==> run_1/gates.png <==
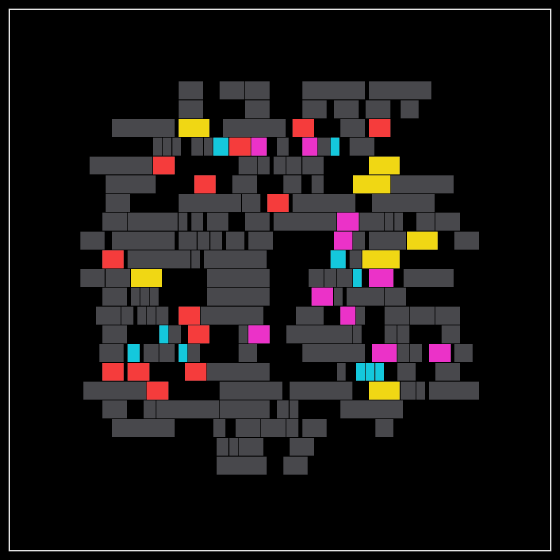
==> run_1/ff_map.png <==
Scale bar: 20 um.
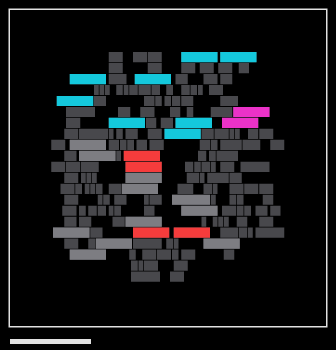
==> run_1/m2.png <==
Scale bar: 20 um.
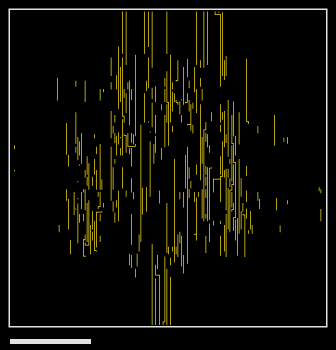
File: config.mk
export PLATFORM = sky130hd
export DESIGN_NAME = fifo_wr_arbiter
export DESIGN_NICKNAME = d
export VERILOG_FILES = /design/src/rtl/fifo_wr_arbiter.sv
export SDC_FILE = /design/constraint.sdc
export NUM_CORES = 1
export LEC_CHECK = 0
export CAP_MARGIN = 20
export CORE_MARGIN = 10
export CORE_UTILIZATION = 40
export CTS_CLUSTER_SIZE = 20
export DETAILED_ROUTE_END_ITERATION = 8
export PLACE_DENSITY = 0.69
export SYNTH_ARGS = -nofsm -noshare
export SYNTH_HDL_FRONTEND = slang
export SYNTH_SLANG_ARGS = --single-unit
export TNS_END_PERCENT = 5
File: constraint.sdc
create_clock -name clk -period 2.4 [get_ports clk]
set_clock_uncertainty 0.1 [all_clocks]
set_input_delay 0.24 -clock clk [delete_from_list [all_inputs] [get_ports clk]]
set_output_delay 0.24 -clock clk [all_outputs]
set_load 0.05 [all_outputs]
File: src/rtl/fifo_wr_arbiter.sv
// Round-robin write arbiter: two valid/ready producers share one FIFO write port.
// A grant is held for at most BURST_MAX accepted words, then moves to the other
// producer if it is waiting. On a tie from idle, the producer that was not served
// last wins. After reset, s0 wins the first tie. Each producer also has a
// saturating count of the words accepted from it.
module fifo_wr_arbiter #(
  parameter int unsigned DW        = 4,
  parameter int unsigned BURST_MAX = 4,
  parameter int unsigned CW        = 8
) (
  input  logic          clk,
  input  logic          rst_a,
  input  logic          s0_valid,
  input  logic [DW-1:0] s0_data,
  output logic          s0_ready,
  input  logic          s1_valid,
  input  logic [DW-1:0] s1_data,
  output logic          s1_ready,
  input  logic          fifo_full,
  output logic          fifo_wr_en,
  output logic [DW-1:0] fifo_data_in,
  output logic [1:0]    owner,
  output logic [CW-1:0] cnt0,
  output logic [CW-1:0] cnt1
);

  // Burst counter only needs to reach BURST_MAX-1.
  localparam int unsigned BW = (BURST_MAX > 1) ? $clog2(BURST_MAX) : 1;
  localparam logic [BW-1:0] BurstLast = BW'(BURST_MAX - 1);

  // The state encoding doubles as the one-hot owner value.
  typedef enum logic [1:0] {
    StIdle = 2'b00,
    StOwn0 = 2'b01,
    StOwn1 = 2'b10
  } state_e;

  state_e        state_q;
  logic [BW-1:0] burst_q;
  logic          last_q;   // 0: s0 was served last, 1: s1 was served last
  logic [DW-1:0] data_q;   // last word written, held on fifo_data_in between writes
  logic [CW-1:0] cnt0_q;
  logic [CW-1:0] cnt1_q;

  logic   own0;
  logic   own1;
  logic   xfer0;
  logic   xfer1;
  logic   xfer;
  logic   own_valid;
  logic   other_valid;
  logic   burst_end;
  state_e other_st;

  // Handshake and FIFO write path, combinational from the current owner.
  always_comb begin
    own0         = (state_q == StOwn0);
    own1         = (state_q == StOwn1);
    s0_ready     = own0 & ~fifo_full;
    s1_ready     = own1 & ~fifo_full;
    xfer0        = s0_valid & s0_ready;
    xfer1        = s1_valid & s1_ready;
    xfer         = xfer0 | xfer1;
    fifo_wr_en   = xfer;
    fifo_data_in = data_q;
    if (xfer0) begin
      fifo_data_in = s0_data;
    end else if (xfer1) begin
      fifo_data_in = s1_data;
    end
    own_valid   = own0 ? s0_valid : s1_valid;
    other_valid = own0 ? s1_valid : s0_valid;
    other_st    = own0 ? StOwn1 : StOwn0;
    burst_end   = (burst_q == BurstLast);
  end

  // Arbitration state, burst tracking, held write data and acceptance counters.
  always_ff @(posedge clk or negedge rst_a) begin
    if (!rst_a) begin
      state_q <= StIdle;
      burst_q <= '0;
      last_q  <= 1'b1;
      data_q  <= '0;
      cnt0_q  <= '0;
      cnt1_q  <= '0;
    end else begin
      if (xfer0 && !(&cnt0_q)) begin
        cnt0_q <= cnt0_q + 1'b1;
      end
      if (xfer1 && !(&cnt1_q)) begin
        cnt1_q <= cnt1_q + 1'b1;
      end
      if (xfer) begin
        data_q <= fifo_data_in;
      end

      unique case (state_q)
        StIdle: begin
          burst_q <= '0;
          if (s0_valid && s1_valid) begin
            state_q <= last_q ? StOwn0 : StOwn1;
          end else if (s0_valid) begin
            state_q <= StOwn0;
          end else if (s1_valid) begin
            state_q <= StOwn1;
          end
        end
        StOwn0, StOwn1: begin
          if (xfer) begin
            if (burst_end) begin
              // Burst exhausted: hand over without a bubble if the other side waits.
              burst_q <= '0;
              last_q  <= own1;
              if (other_valid) begin
                state_q <= other_st;
              end else if (!own_valid) begin
                state_q <= StIdle;
              end
            end else begin
              burst_q <= burst_q + 1'b1;
            end
          end else if (!own_valid) begin
            // Owner went quiet: release the grant.
            burst_q <= '0;
            last_q  <= own1;
            state_q <= other_valid ? other_st : StIdle;
          end
          // Owner valid but FIFO full: hold grant, nothing counted.
        end
        default: begin
          state_q <= StIdle;
          burst_q <= '0;
        end
      endcase
    end
  end

  assign owner = state_q;
  assign cnt0  = cnt0_q;
  assign cnt1  = cnt1_q;

endmodule

==> flow_summary.ini, run 1 <==
; physical design summary
[sta]
fin_crit_ns = 2.24
tightest_slew_ns = 0.515
setup_ws_ns = 0.165
finalSetupViolations = 0
hold_violations = 0

[routing]
dr.pass1.iters = 4
drt_iter0_drc = 50
vias_per_cell = 5.15
drc = 0
wl_per_cell_um = 14.4

[cts]
cts_tree = built
clk_pin_slew_ns = 0.14
clock-sinks = 25
cts_root_buf = clkbuf_4
ctsHoldBuffers = 0
h-tree-depth = 1
clkLatencyLatePin_ns = 0.32

[min_path]
min-delay-path-class = in -> async

[floorplan]
initCoreUtil_pct = 41.1
die_h_um = 78.3
coreArea_um2 = 3310
ios = 38
rows = 21

[synthesis]
topCellsByArea = dfrtp_1, ha_1, xnor2_1
netlist.top_cell.by_area = dfrtp_1
async_flop_share_pct = 100
edf_count = 0
ys_seq_share_pct = 46.1
ys_cells = 133
avgSynthCellArea_um2 = 10.2

[critical_path]
slowest_stage = dfrtp_1
crit_type = reg -> out
critPathMaxStageDelay_ns = 0.44
r2r_cells = 7
critPathArrivalTime_ns = 1.90
start_kind = register

[grt]
grt_pass1_wl_um = 5230
grt_overflow = 0
grt_pass1_vias = 1089
antenna_found_initial = 0
grt.total_usage_pct = 10.2

[job]
cap_violations = 0
warning_count = 30

[finish]
final_nets = 198
drive_gt1_share_pct = 16.4
area_delta_synth_final_pct = 39.4

[pwr]
powerDensity_nw_per_um2 = 1140

[outcome]
status = completed
About gates.png:
| color | family | cells |
|---|---|---|
| magenta | and/or cells | 10 |
| cyan | nor cells | 10 |
| yellow | fa/ha/maj cells | 7 |
| red | xor and xnor cells | 13 |
most numerous logic cell after layout: clkdlybuf4s50_1
fin cells: 223
combinational share of cell area: 38.2%

About ff_map.png:
| color | name in the netlist | sequential cells |
|---|---|---|
| cyan | cnt1 | 8 |
| red | data_q | 4 |
| magenta | owner | 2 |
not colored: 11

About m2.png:
nets with wire on the layer: 171
wire length on this layer: 1440 um
share of all routed wire: 45%
main direction: vertical
longest straight run: 28.9 um
total wire length: 3220 um
routed via count: 1148

## run 1: metrics by stage
| stage | TNS [ns] | util, % | hold slack (ns) |
|---|---|---|---|
| final | 0 | 57.3 | 0.152 |
| after global routing | 0 | 57.3 | 0.174 |
| after CTS | 0 | 56.0 | 0.163 |
| after detailed placement | 0 | 55.3 | 0.392 |
| after global placement | 0 | 55.3 | 0.381 |
| after floorplan | -0.564 | - | -0.156 |
## run 1: critical path: cells and delay by family, from the launching register on
| family | cells | cell delay, ns |
|---|---|---|
| AND-OR/OR-AND | 1 | 0.24 |
| adder cells (fa/ha/maj) | 1 | 0.26 |
| buffers and inverters | 2 | 0.30 |
| flip-flops | 1 | 0.44 |
| multiplexers | 1 | 0.17 |
| AND/OR/NAND/NOR | 1 | 0.16 |
## run 1: area by class of cell
class / instances / area (um^2) / share of cell area, %
multi-input cells: 103 / 724 / 38.2
flip-flops and latches: 25 / 627 / 33.1
repair buffers: 41 / 445 / 23.5
well taps: 46 / 57.6 / 3.04
clock buffers: 4 / 26.3 / 1.39
inverters: 4 / 15.0 / 0.792
## run 1: state kept, by name, summed over array words and instances (netlist names)
signal,count
owner,2
cnt1,8
burst_q,2
cnt0,8
data_q,4
last_q,1
## run 1: cells by family after synthesis
| logic type | synth area share (%) |
|---|---|
| XOR/XNOR | 8.37 |
| AND/OR/NAND/NOR | 20.0 |
| multiplexers | 6.35 |
| adder cells (fa/ha/maj) | 6.44 |
| buffers and inverters | 1.93 |
| flip-flops | 46.1 |
| AND-OR/OR-AND | 10.9 |
## run 1: placed cells by master, fill, tap and decap left out, types with 3 or more instances in the layout
cell             synthesis  final
clkbuf_4                 0      3
xnor2_1                  8      8
buf_4                    1      6
xor2_1                   5      5
clkdlybuf4s50_1          0     30
inv_1                    3      3
nand3_1                 10     10
a21oi_1                  3      3
dfrtp_1                 24     24
buf_12                   0      5
ha_1                     7      5
o21ai_0                 11      7
nand2_1                 16     16
mux2i_1                  6      6
nor2_1                   7      7
o21ai_1                  2      5
## run 1: final timing paths
kind / end / slack [ns] / startpoint
max reg2reg: owner[1] / 0.33 / owner[0]
min in group clk: data_q[3] / 0.41 / s0_data[3]
max in group asynchronous: last_q / 1.73 / rst_a
min: cnt1[6] / 0.15 / rst_a
max: fifo_data_in[2] / 0.16 / owner[0]
min reg2reg: cnt0[7] / 0.41 / cnt0[7]
## run 1: power by group
part           leakage, nW  internal (mW)  switching [mW]  total [mW]
logic                0.535          0.545           0.785        1.33
clock network       0.0150         0.0650           0.123       0.188
registers            0.327          0.541           0.104       0.645
## run 1: metal layers
metal	track usage, %	share of wire, %	up-vias
met5	0	0	-
met3	4.44	8.7	4
met4	4.12	0.84	0
met1	13.0	46	556
met2	14.8	45	31
li1	-	-	557
## run 1: what timing repair did
action / 4_1_cts / 5_1_grt
setup buffers: 0 / 3
resized: 0 / 3
endpoints found under the setup margin: 0 / 4
==> inputs of run 2 (changes only) <==
MAX_ROUTING_LAYER = met4   (was not set)
clock period = 2.55 ns   (was 2.4 ns; I/O delays follow)
==> run 2 against run 1 <==
Effect of this change: total power shrank 7.6%; sequential power down 5.9%; final cell count is 1.8% lower; global-route usage rose by 0.49 points; sequential share of layout area rose by 0.62 points; worst setup slack better by 0.029 ns; non-clock buffer count fell by 3; hold slack gained 0.030 ns; count of clock-buffer cells in the layout unchanged.
==> flow_summary.ini, run 2 <==
; physical design summary
[outcome]
status = completed

[synthesis]
async_flop_share_pct = 100
mux_share_pct = 6.35
ys_cells = 133
synthAoiAreaFrac_pct = 10.9
topCombFamilyByArea = simple AND/OR/NAND/NOR gates
ys_seq_share_pct = 46.1

[grt]
grt_pass1_wl_um = 5320
grt_pass1_vias = 1106
grt_overflow = 0

[floorplan]
initCoreUtil_pct = 41.1
die_h_um = 78.3
rows = 21

[finish]
lay_top_cells = clkdlybuf4s50_1, dfrtp_1, nand2_1, o21ai_0, nand3_1
area_delta_synth_final_pct = 36.8

[sta]
tightest_slew_ns = 0.513

[routing]
drt_wl_total_um = 3110

[critical_path]
start_kind = register
startpoint = owner[0]
slowest_stage = dfrtp_1

[cts]
cts_root_buf = clkbuf_4
clock-sinks = 25
h-tree-depth = 1
clk_pin_slew_ns = 0.13
==> run 2: cell count changes in the layout (fill, tap and decap cells not counted), sizes merged <==
cell and delta:
buf -4, and3b -1, dlymetal6s2s +1
==> run 2: cells by family (layout without fill, tap and decap cells) <==
family | count (synthesis) | in the layout
AND/OR/NAND/NOR | 50 | 50
flip-flops | 25 | 25
AND-OR/OR-AND | 24 | 24
XOR/XNOR | 13 | 13
multiplexers | 8 | 8
adder cells (fa/ha/maj) | 7 | 7
buffers and inverters | 6 | 46
==> run 2: timing repair <==
item | 4_1_cts | 5_1_grt
gates resized | 0 | 1
buffers inserted | 0 | 0
setup endpoints to repair | 0 | 1
==> run 2: through the flow <==
stage          utilization (%)  setup TNS, ns  hold slack (ns)
2_1_floorplan                -          -1.50           -0.141
3_3_place_gp              55.3              0            0.378
3_5_place_dp              55.3              0            0.392
4_1_cts                   56.1              0            0.186
5_1_grt                   56.2              0            0.213
6_report                  56.2              0            0.182
==> run 2: final timing paths <==
check	cells past startpoint	endpoint	slack, ns
worst max register to register	7	owner[1]	0.43
max in group asynchronous	2	last_q	1.88
worst min-delay path	2	cnt1[5]	0.18
worst max-delay path	6	fifo_data_in[1]	0.19
min in group clk	1	cnt0[7]	0.41
worst min register to register	1	cnt0[7]	0.41
==> run 2: final cells by class <==
type,instances,area share (%)
Clock buffer,4,1.41
Inverter,4,0.807
Multi-Input combinational cell,102,38.0
Sequential cell,25,33.7
Tap cell,46,3.09
Timing Repair Buffer,38,23.0
==> run 2: where the power goes <==
| part | internal, mW | switching [mW] |
|---|---|---|
| logic | 0.490 | 0.725 |
| registers | 0.509 | 0.0984 |
| clock network | 0.0611 | 0.116 |
==> run 2: per-layer routing <==
metal / up-vias / global-route usage, % / wire length [um]
met5: - / - / 0
met4: 0 / 3.76 / 15
met3: 2 / 1.94 / 126
met2: 29 / 16.2 / 1480
met1: 524 / 14.0 / 1490
li1: 538 / - / -
==> run 2: worst register-to-register path, cell delays in order, from the launching register on <==
cell	delay, ns
dfrtp_1	0.43
inv_1	0.11
ha_1	0.29
and2b_4	0.21
mux2i_1	0.22
a21oi_2	0.09
o221ai_2	0.24
mux2_4	0.32
==> run_2/congestion_map.png <==
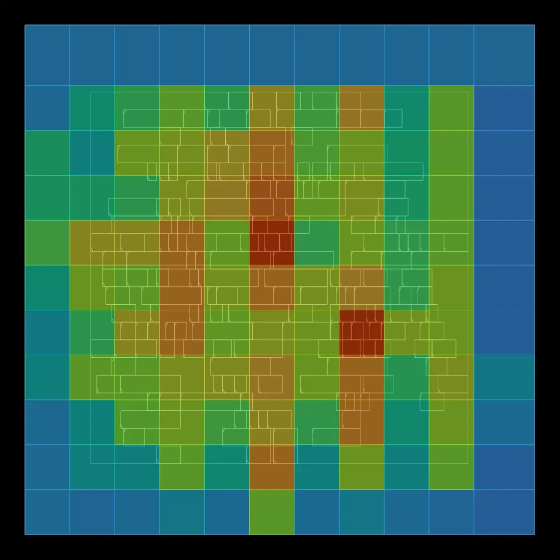
DR WL/cell: 14.2 um
GR Util met3: 1.94%

==> run_2/gates.png <==
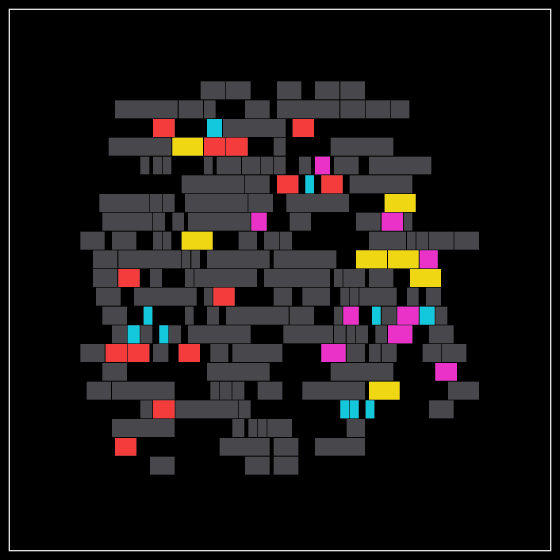
| color | family | cells |
|---|---|---|
| red | xor and xnor cells | 13 |
| yellow | fa/ha/maj cells | 7 |
| magenta | and/or cells | 9 |
| cyan | nor cells | 10 |
combinational share of cell area: 38.0%
fin cells: 219

==> run_2/ff_map.png <==
Scale bar: 20 um.
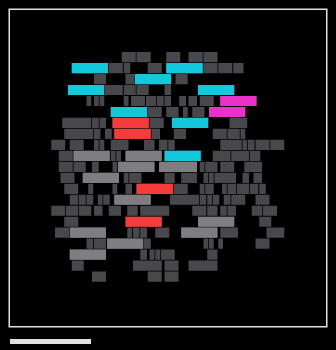

==> inputs of run 3 (changes only) <==
ABC_CLOCK_PERIOD_IN_PS = 2550   (was not set)
CAP_MARGIN = 10   (was 20)
CORE_UTILIZATION = 47   (was 40)
PLACE_DENSITY = 0.79   (was 0.69)
==> run_3/ff_map.png <==
Scale bar: 20 um.
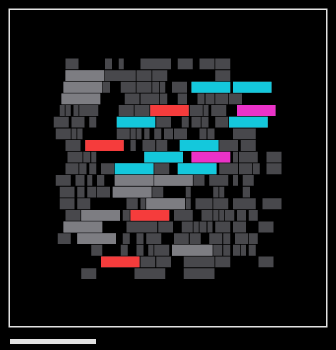
| color | name in the netlist | sequential cells |
|---|---|---|
| cyan | cnt1 | 8 |
| magenta | owner | 2 |
| red | data_q | 4 |
post-layout util: 66.8%
Seq/total area: 34.0%
P_seq: 0.615 mW
register area: 627 um^2

==> run_3/m2.png <==
Scale bar: 20 um.
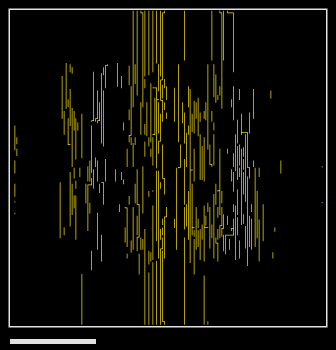
met2 GRT Util: 21.3%
routed via count: 1101
total wire length: 3140 um

==> run 3 against run 2 <==
Effect of this change: count of clock-buffer cells in the layout is 1 lower; sequential power increased by 1%; design area fell by 0.94%; first-iteration DRC count fell by 48%; final cell count decreased by 6.8%; total power increased by 0.14%; sequential share of layout area rose by 0.32 points; routed wire length up 0.93%; synthesized area did not move; highest routed layer unchanged.
==> flow_summary.ini, run 3 <==
; physical design summary
[synthesis]
yosys-stat-area_um2 = 1360
yosys_most_used_dff = dfrtp_1
async_flop_share_pct = 100
ys_cells = 133
topCombFamilyByArea = simple AND/OR/NAND/NOR gates
synth_area_um2 = 1360
synthAoiAreaFrac_pct = 10.9
ys_ff = 25
topCellsByArea = dfrtp_1, ha_1, xnor2_1
mux_share_pct = 6.35
ys_seq_share_pct = 46.1

[floorplan]
initCoreUtil_pct = 49.3
rows = 19
die_h_um = 73.8

[cts]
post-cts-setup-buffers = 0
clock-sinks = 25
h-tree-depth = 1
clk_pin_slew_ns = 0.14
cts_root_buf = clkbuf_4

[job]
cap_violations = 0

[finish]
lay_top_cells = clkdlybuf4s50_1, dfrtp_1, nand2_1, o21ai_0, nand3_1
n_fill_cell = 228
area_delta_synth_final_pct = 35.5
final_nets = 194

[sta]
tns_ns = 0
timing.hold.ws_ns = 0.186
finalSetupViolations = 0
tightest_slew_ns = 0.514

[critical_path]
critPathArrivalTime_ns = 1.99
r2r_end = cnt0[6]
start_kind = register
r2r_cells = 7
r2r-start = owner[1]
ff2ff_setup_slack_ns = 0.43

[routing]
wl_met2_um = 1700
wl_met1_um = 1300
antenna_left = 0
drt_iter0_drc = 36
routed.top_layer = met4
wl_per_cell_um = 15.4
wl_met3_um = 95

[min_path]
min-delay-path-class = in -> async

[grt]
grt_pass1_wl_um = 5380
grt_pass1_vias = 1102
grt_overflow = 0

[pwr]
powerDensity_nw_per_um2 = 1090

[placement]
dp_slack_ns = 0.391

[outcome]
status = completed
[run 3: cell families (layout without fill, tap and decap cells)]
group	count (synthesis)	count (layout)
AND-OR/OR-AND	24	24
XOR/XNOR	13	13
adder cells (fa/ha/maj)	7	7
buffers and inverters	6	46
flip-flops	25	25
multiplexers	8	8
AND/OR/NAND/NOR	50	50
[run 3: worst max path at each step]
stage / from / to / slack [ns] / depth (start not counted)
finish: owner[1] / fifo_data_in[2] / 0.21 / 5
global route: owner[1] / fifo_data_in[2] / 0.03 / 5
CTS: owner[1] / s0_ready / 0.06 / 4
detailed placement: fifo_full / owner[1] / 0.39 / 6
global placement: fifo_full / s0_ready / 0.43 / 3
floorplan: owner[1] / fifo_data_in[0] / -0.37 / 5
[run 3: timing repair]
item                                    CTS  global route
resized                                   0             1
endpoints found under the setup margin    0             1
hold endpoints to repair                  0             0
[run 3: power breakdown]
| group | switching (mW) | internal, mW | leakage, nW |
|---|---|---|---|
| logic | 0.725 | 0.490 | 0.528 |
| clock network | 0.113 | 0.0586 | 0.0177 |
| registers | 0.106 | 0.509 | 0.327 |
| total | 0.944 | 1.06 | 0.873 |
[run 3: per-layer routing]
| metal | up-vias | GRT usage, % |
|---|---|---|
| met5 | - | - |
| met4 | 0 | 4.35 |
| met3 | 4 | 2.56 |
| li1 | 546 | - |
| met1 | 533 | 14.6 |
| met2 | 18 | 21.3 |
[run 3: worst max-delay path: stages, from the launching register on]
cell and delay (ns):
dfrtp_1 0.45, inv_1 0.09, ha_1 0.27, and3b_2 0.33
o21ai_0 0.35, buf_12 0.19
[run 3: final cells by class]
type / instances / area share [%]
timing repair buffer: 38 / 23.2
sequential: 25 / 34.0
tap: 31 / 2.10
multi-input combinational: 102 / 38.4
clock buffer: 3 / 1.22
inverter: 4 / 0.815
clock inverter: 1 / 0.272
[run 3: metrics by stage]
stage / cells / utilization (%) / cell area [um^2]
floorplan: 133 / - / 1360
global placement: 200 / 65.7 / 1810
detailed placement: 200 / 65.7 / 1810
CTS: 204 / 66.7 / 1840
global route: 204 / 66.8 / 1840
finish: 204 / 66.8 / 1840
No activity file was given, so power comes from the tool's default toggle rates.
